$ cat config.mk
export PLATFORM = sky130hd
export DESIGN_NAME = uart_receiver
export DESIGN_NICKNAME = d
export VERILOG_FILES = /design/src/rtl/uart_pkg.sv /design/src/rtl/baud_controller.sv /design/src/rtl/uart_receiver.sv
export SDC_FILE = /design/constraint.sdc
export NUM_CORES = 1
export LEC_CHECK = 0
export CORE_ASPECT_RATIO = 1.5
export CORE_MARGIN = 3
export CORE_UTILIZATION = 59
export DETAILED_ROUTE_END_ITERATION = 16
export PLACE_DENSITY_LB_ADDON = 0.12
export SYNTH_ARGS = -nofsm -noshare
export SYNTH_HDL_FRONTEND = slang
export SYNTH_SLANG_ARGS = --single-unit
$ cat constraint.sdc
create_clock -name clk -period 2.3 [get_ports clk]
set_input_delay 0.69 -clock clk [delete_from_list [all_inputs] [get_ports clk]]
set_output_delay 0.69 -clock clk [all_outputs]
set_load 0.005 [all_outputs]
$ cat src/rtl/uart_pkg.sv
// Shared UART definitions: frame format, FSM encoding and baud divisor lookup.
package uart_pkg;

    // Frame format
    localparam int   DATA_BITS       = 8;
    localparam logic PARITY_EVEN     = 1'b1;
    localparam logic START_LVL       = 1'b0;
    localparam logic STOP_LVL        = 1'b1;

    // Sample ticks per bit period used to derive the divisors
    localparam int   SAMPLES_PER_BIT = 16;

    // Wide enough for the slowest rate (10417 at 50 MHz / 300 baud)
    localparam int   DIV_W           = 14;

    typedef enum logic [2:0] {
        IDLE,
        START,
        DATA,
        PARITY,
        STOP
    } rx_state_t;

    // Line rate selected by baud_select
    function automatic int baud_rate(input int sel);
        case (sel)
            0:       return 300;
            1:       return 1200;
            2:       return 4800;
            3:       return 9600;
            4:       return 19200;
            5:       return 38400;
            6:       return 57600;
            default: return 115200;
        endcase
    endfunction

    // Sample-tick divisor, rounded to nearest: round(clk_freq / (16 * baud))
    function automatic logic [DIV_W-1:0] baud_div(input int clk_freq, input int sel);
        int rate;
        rate = baud_rate(sel);
        return DIV_W'((clk_freq + (SAMPLES_PER_BIT / 2) * rate) / (SAMPLES_PER_BIT * rate));
    endfunction

endpackage

$ cat src/rtl/baud_controller.sv
// Free-running sample-tick generator: one-cycle pulse every DIV clocks.
module baud_controller
    import uart_pkg::*;
#(
    parameter int CLK_FREQ = 50_000_000
) (
    input  logic       clk,
    input  logic       reset,
    input  logic [2:0] baud_select,
    output logic       sample_ENABLE
);

    // Divisors are resolved at elaboration; only the table lookup is hardware
    localparam logic [DIV_W-1:0] DIV_TABLE [8] = '{
        baud_div(CLK_FREQ, 0), baud_div(CLK_FREQ, 1),
        baud_div(CLK_FREQ, 2), baud_div(CLK_FREQ, 3),
        baud_div(CLK_FREQ, 4), baud_div(CLK_FREQ, 5),
        baud_div(CLK_FREQ, 6), baud_div(CLK_FREQ, 7)
    };

    logic [DIV_W-1:0] div;
    logic [DIV_W-1:0] tick_cnt;

    assign div = DIV_TABLE[baud_select];

    // Count to DIV-1 and emit a tick; '>=' recovers if a rate change shrinks DIV
    always_ff @(posedge clk or posedge reset) begin
        if (reset) begin
            tick_cnt      <= '0;
            sample_ENABLE <= 1'b0;
        end else if (tick_cnt >= div - DIV_W'(1)) begin
            tick_cnt      <= '0;
            sample_ENABLE <= 1'b1;
        end else begin
            tick_cnt      <= tick_cnt + DIV_W'(1);
            sample_ENABLE <= 1'b0;
        end
    end

endmodule

$ cat src/rtl/uart_receiver.sv
// 16x oversampled UART receiver: start, 8 data LSB first, even parity, stop.
module uart_receiver
    import uart_pkg::*;
#(
    parameter int CLK_FREQ   = 50_000_000,
    parameter int OVERSAMPLE = 16
) (
    input  logic       clk,
    input  logic       reset,
    input  logic [2:0] baud_select,
    input  logic       Rx_EN,
    input  logic       RxD,
    output logic [7:0] Rx_DATA,
    output logic       Rx_VALID,
    output logic       Rx_PERROR,
    output logic       Rx_FERROR
);

    localparam int                SCNT_W   = $clog2(OVERSAMPLE);
    localparam logic [SCNT_W-1:0] MID      = SCNT_W'(OVERSAMPLE / 2 - 1);
    localparam int                IDX_W    = $clog2(DATA_BITS);
    localparam logic [IDX_W-1:0]  LAST_BIT = IDX_W'(DATA_BITS - 1);

    logic                 sample_tick;
    logic                 rxd_p0;
    logic                 rxd_p1;
    logic                 rxd_p2;
    logic                 fall_edge;
    logic                 mid_bit;
    rx_state_t            state;
    logic [SCNT_W-1:0]    sample_cnt;
    logic [IDX_W-1:0]     bit_idx;
    logic [DATA_BITS-1:0] shift;
    logic                 perr;

    baud_controller #(
        .CLK_FREQ      (CLK_FREQ)
    ) u_baud (
        .clk           (clk),
        .reset         (reset),
        .baud_select   (baud_select),
        .sample_ENABLE (sample_tick)
    );

    // Two-flop synchronizer (p0, p1) plus one delay flop (p2) for edge detection
    always_ff @(posedge clk or posedge reset) begin
        if (reset) begin
            rxd_p0 <= 1'b1;
            rxd_p1 <= 1'b1;
            rxd_p2 <= 1'b1;
        end else begin
            rxd_p0 <= RxD;
            rxd_p1 <= rxd_p0;
            rxd_p2 <= rxd_p1;
        end
    end

    assign fall_edge = rxd_p2 & ~rxd_p1;
    assign mid_bit   = sample_tick && (sample_cnt == MID);

    // Frame FSM with registered outputs; the sample counter wraps every 16 ticks,
    // so after the start-bit midpoint each later midpoint falls exactly one bit on
    always_ff @(posedge clk or posedge reset) begin
        if (reset) begin
            state      <= IDLE;
            sample_cnt <= '0;
            bit_idx    <= '0;
            shift      <= '0;
            perr       <= 1'b0;
            Rx_DATA    <= '0;
            Rx_VALID   <= 1'b0;
            Rx_PERROR  <= 1'b0;
            Rx_FERROR  <= 1'b0;
        end else begin
            Rx_VALID <= 1'b0;
            if (sample_tick) begin
                sample_cnt <= sample_cnt + SCNT_W'(1);
            end
            if (!Rx_EN) begin
                state <= IDLE;
            end else begin
                case (state)
                    IDLE: begin
                        if (fall_edge) begin
                            sample_cnt <= '0;
                            bit_idx    <= '0;
                            state      <= START;
                        end
                    end
                    START: begin
                        if (mid_bit) begin
                            if (rxd_p1 != START_LVL) begin
                                state <= IDLE;
                            end else begin
                                Rx_PERROR <= 1'b0;
                                Rx_FERROR <= 1'b0;
                                state     <= DATA;
                            end
                        end
                    end
                    DATA: begin
                        if (mid_bit) begin
                            shift   <= {rxd_p1, shift[DATA_BITS-1:1]};
                            bit_idx <= bit_idx + IDX_W'(1);
                            if (bit_idx == LAST_BIT) begin
                                state <= PARITY;
                            end
                        end
                    end
                    PARITY: begin
                        if (mid_bit) begin
                            perr  <= (^{rxd_p1, shift}) ^ ~PARITY_EVEN;
                            state <= STOP;
                        end
                    end
                    STOP: begin
                        if (mid_bit) begin
                            if (!perr && (rxd_p1 == STOP_LVL)) begin
                                Rx_DATA  <= shift;
                                Rx_VALID <= 1'b1;
                            end else begin
                                Rx_PERROR <= perr;
                                Rx_FERROR <= (rxd_p1 != STOP_LVL);
                            end
                            state <= IDLE;
                        end
                    end
                    default: state <= IDLE;
                endcase
            end
        end
    end

endmodule
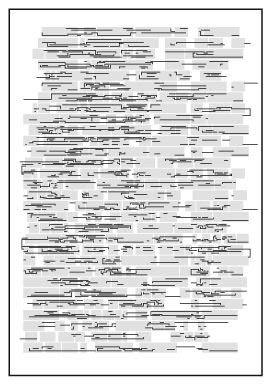
run_1/m1.png
Scale: 4 px per µm. Cells faint in the background.
share of all routed wire	38%
wire length on this layer	2700 µm
main direction	horizontal
nets with wire on the layer	325
vias: 2316
met1 capacity usage during global routing: 26.79%
total wire length: 7067 µm

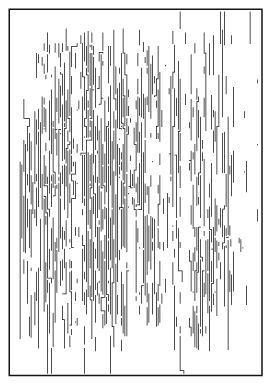
run_1/m2.png
Scale: 4 px per µm.
nets with wire on the layer	315
longest straight run	44.2 µm
main direction	vertical
share of all routed wire	55%
met2 Usage GRT: 43.46%

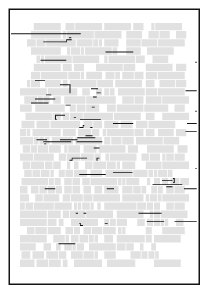
run_1/m3.png
Scale: 3 px per µm. Cells faint in the background.
wire length on this layer	222 µm
longest straight run	23.0 µm
met3 GRT Util: 2.475%

==> results.sh, run 1 <==
# source this file to load flow results
export IMPL_logic_area_um2=1929
export IMPL_r2r_worst_path_cells=6
export IMPL_end_kind="flip-flop"
export IMPL_ys_sh_adder_pct=10.96
export IMPL_port_buffers=17
export IMPL_power_frac_seq_pct=41.1
export IMPL_setup_slack_ps=-902.4
export IMPL_max_stage_delay_ps=650
export IMPL_dr_pass1_iters=4
export IMPL_reg_largest_list="u_baud.tick_cnt (14), Rx_DATA (8), shift (8)"
export IMPL_mux_area_share_pct=9.115
export IMPL_nNetsFinal=353
export IMPL_final_cell_area_um2=3926
export IMPL_dr_first_iter_drc_count=172
export IMPL_slew_viol_final=0
export IMPL_nWellTaps=64
export IMPL_ys_flops=48
export IMPL_cts_tree="done"
export IMPL_ctsRootBufferMaster="clkbuf_8"
export IMPL_post_dp_cell_area_um2=3408
export IMPL_peakVddDrop_mv=0.5136
export IMPL_dp_hpwl_um=4200
export IMPL_setup_violations=15
export IMPL_tightest_slew_ps=698.9
export IMPL_simple_gate_share_pct=13.89
export IMPL_vias_per_cell=6.000
export IMPL_chipWidth_um=62.80
export IMPL_grt_max_degree=31
export IMPL_largest_reg_flops=14
export IMPL_worstPathRequired_ps=2530
export IMPL_nonClockInverterCount=16
export IMPL_min_path_type="flip-flop to flip-flop"
export IMPL_rsz0062_at_grt="true"
export IMPL_layout_drive_gt1_share_pct=35.40
export IMPL_pwr_share_comb_pct=34.3
export IMPL_cts_buffers_inserted=5
export IMPL_cp_slowest_cell="or4_4"
export IMPL_run_status="complete, but fails checks"
export IMPL_top_area_cell="dfrtp_1"
export IMPL_violations="negative setup slack"
export IMPL_wl_per_cell_um=18.31
export IMPL_post_cts_buffers=5
export IMPL_core_area_um2=4617
export IMPL_powerComb_w=0.000899
export IMPL_switching_share_pct=34.94
export IMPL_buffers=58
export IMPL_rr_endpoint="u_baud.tick_cnt[1]$_DFF_PP0_"
export IMPL_clock_power_w=0.000645
export IMPL_ios=18
export IMPL_fin_crit_sh_pct=139.2
export IMPL_ff_latch_area_um2=1205
run_1/m4.png
Scale: 3 px per µm. Cells faint in the background.
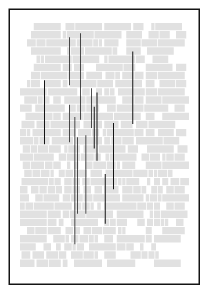

## Run 2: what changed since run 1
Settings changed: CTS_BUF_LIST from default to sky130_fd_sc_hd__clkbuf_8, SETUP_SLACK_MARGIN from default to 0.2.
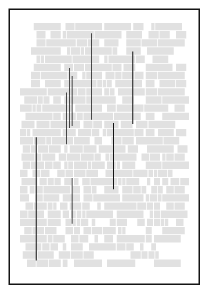
run_2/m4.png
Scale: 3 px per µm. Cells faint in the background.
share of all routed wire	2.8%
nets with wire on the layer	7
longest straight run	40.8 µm
wire length on this layer	183 µm
vias: 2286
total wire length: 6482 µm

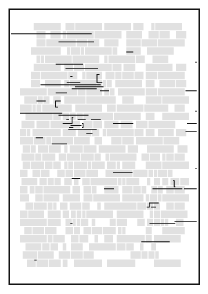
run_2/m3.png
Scale: 3 px per µm. Cells faint in the background.
wire length on this layer	254 µm
share of all routed wire	3.9%
main direction	horizontal

==> run 2 against run 1 <==
  * The flow still finishes with violations (negative setup slack)
  * Via count down 1.3%
  * Sequential power about the same
  * Final cell count down 0.52%
  * Sequential share of layout area up 0.54 points
  * Combinational power down 6.7%
==> results.sh, run 2 <==
# source this file to load flow results
export IMPL_grt_max_degree=31
export IMPL_run_status="complete, but fails checks"
export IMPL_port_buffers=17
export IMPL_max_stage_delay_ps=640
export IMPL_clock_power_w=0.000634
export IMPL_reg_largest_list="u_baud.tick_cnt (14), Rx_DATA (8), shift (8)"
export IMPL_cp_slowest_cell="or4_4"
export IMPL_setup_slack_ps=-897.3
export IMPL_end_kind="flip-flop"
export IMPL_use_met3_pct=2.475
export IMPL_worstPathRequired_ps=2530
export IMPL_simple_gate_share_pct=13.89
export IMPL_setup_violations=15
export IMPL_post_cts_buffers=5
export IMPL_top_area_cell="dfrtp_1"
export IMPL_violations="negative setup slack"
export IMPL_dr_pass1_iters=4
export IMPL_cts_tree="done"
export IMPL_nonClockInverterCount=16
export IMPL_dr_first_iter_drc_count=182
export IMPL_use_met1_pct=26.79
export IMPL_nWellTaps=64
export IMPL_r2r_worst_path_cells=6
export IMPL_post_dp_cell_area_um2=3408
export IMPL_rr_endpoint="u_baud.tick_cnt[6]$_DFF_PP0_"
export IMPL_vias_per_cell=5.953
export IMPL_largest_reg_flops=14
export IMPL_core_area_um2=4617
export IMPL_dp_hpwl_um=4200
export IMPL_ff_latch_area_um2=1205
export IMPL_final_cell_area_um2=3859
export IMPL_ctsRootBufferMaster="clkbuf_8"
export IMPL_cts_buffers_inserted=5
export IMPL_ios=18
export IMPL_logic_area_um2=1869
export IMPL_layout_drive_gt1_share_pct=34.06
export IMPL_power_frac_seq_pct=42.2
export IMPL_use_met2_pct=43.46
export IMPL_chipWidth_um=62.80
export IMPL_mux_area_share_pct=9.115
export IMPL_ys_flops=48
run_2/m2.png
Scale: 4 px per µm.
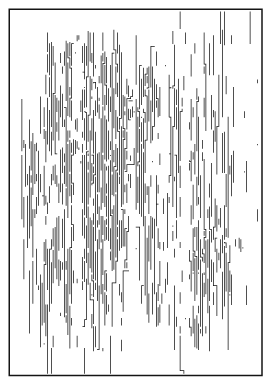

## Run 3: what changed since run 2
Settings changed: SKIP_LAST_GASP from default to 1, SYNTH_HIERARCHICAL from default to 1.
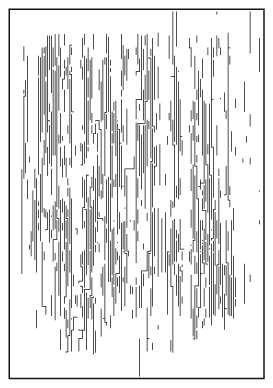
run_3/m2.png
Scale: 4 px per µm.
met2 Usage GRT: 45.64%
vias: 2176
total wire length: 6489 µm

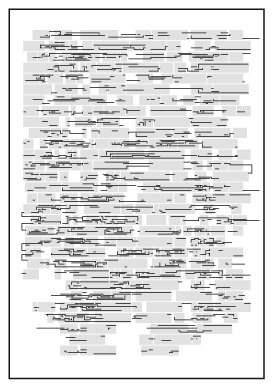
run_3/m1.png
Scale: 4 px per µm. Cells faint in the background.
wire length on this layer	2320 µm
longest straight run	18.4 µm
main direction	horizontal
nets with wire on the layer	313
met1 capacity usage during global routing: 24.94%

==> run 3 against run 2 <==
  * Highest routed layer unchanged
  * Core utilization shrank 3.1 points
  * Setup slack improved by 310 ps
  * Largest cell class unchanged
  * Die size up 1.6%
  * Largest power group unchanged
  * Critical path type unchanged
  * The flow still finishes with violations (negative setup slack)
  * Flip-flop count unchanged
==> results.sh, run 3 <==
# source this file to load flow results
export IMPL_final_cell_area_um2=3747
export IMPL_run_status="complete, but fails checks"
export IMPL_nonClockInverterCount=16
export IMPL_violations="negative setup slack"
export IMPL_ff_latch_area_um2=1205
export IMPL_hold_buffers=0
export IMPL_post_cts_buffers=2
export IMPL_port_buffers=17
export IMPL_ctsRootBufferMaster="clkbuf_8"
export IMPL_r2r_worst_path_cells=5
export IMPL_cp_slowest_cell="or3_4"
export IMPL_peakVddDrop_mv=0.5745
export IMPL_cts_tree="done"
export IMPL_dp_hpwl_um=4494
export IMPL_vias_per_cell=5.757
export IMPL_chipWidth_um=63.29
export IMPL_regMostFlops="u_baud/tick_cnt"
export IMPL_ys_flops=48
export IMPL_min_path_type="flip-flop to flip-flop"
export IMPL_end_kind="flip-flop"
export IMPL_slew_viol_final=0
export IMPL_core_area_um2=4654
export IMPL_nWellTaps=64
export IMPL_p_int_w=0.001612
export IMPL_powerComb_w=0.000779
export IMPL_grt_max_degree=22
export IMPL_reg_largest_list="u_baud/tick_cnt (14), Rx_DATA (8), shift (8)"
export IMPL_cts_buffers_inserted=5
export IMPL_drc=0
export IMPL_fmax_ghz=0.3468
export IMPL_ys_types=52
export IMPL_crit_top_cell="buf_12"
export IMPL_simple_gate_share_pct=14.91
export IMPL_setup_slack_ps=-583.1
export IMPL_logic_area_um2=1768
export IMPL_setup_violations=15
export IMPL_comb_area_share_pct=47.18
export IMPL_largest_reg_flops=14
export IMPL_top_area_cell="dfrtp_1"
export IMPL_rr_endpoint="Rx_DATA[2]$_DFFE_PP0P_"
export IMPL_cp_startpoint="baud_select[0]"
export IMPL_post_dp_cell_area_um2=3422
export IMPL_mux_area_share_pct=8.746
export IMPL_worstPathRequired_ps=2500
export IMPL_clock_power_w=0.000587
export IMPL_cts_resized=54
export IMPL_power_frac_seq_pct=43.7
export IMPL_ios=18
export IMPL_power_density_nw_per_um2=646.9
export IMPL_use_met3_pct=3.799
Power figures rest on the tool's default switching activity, not on a simulated workload.
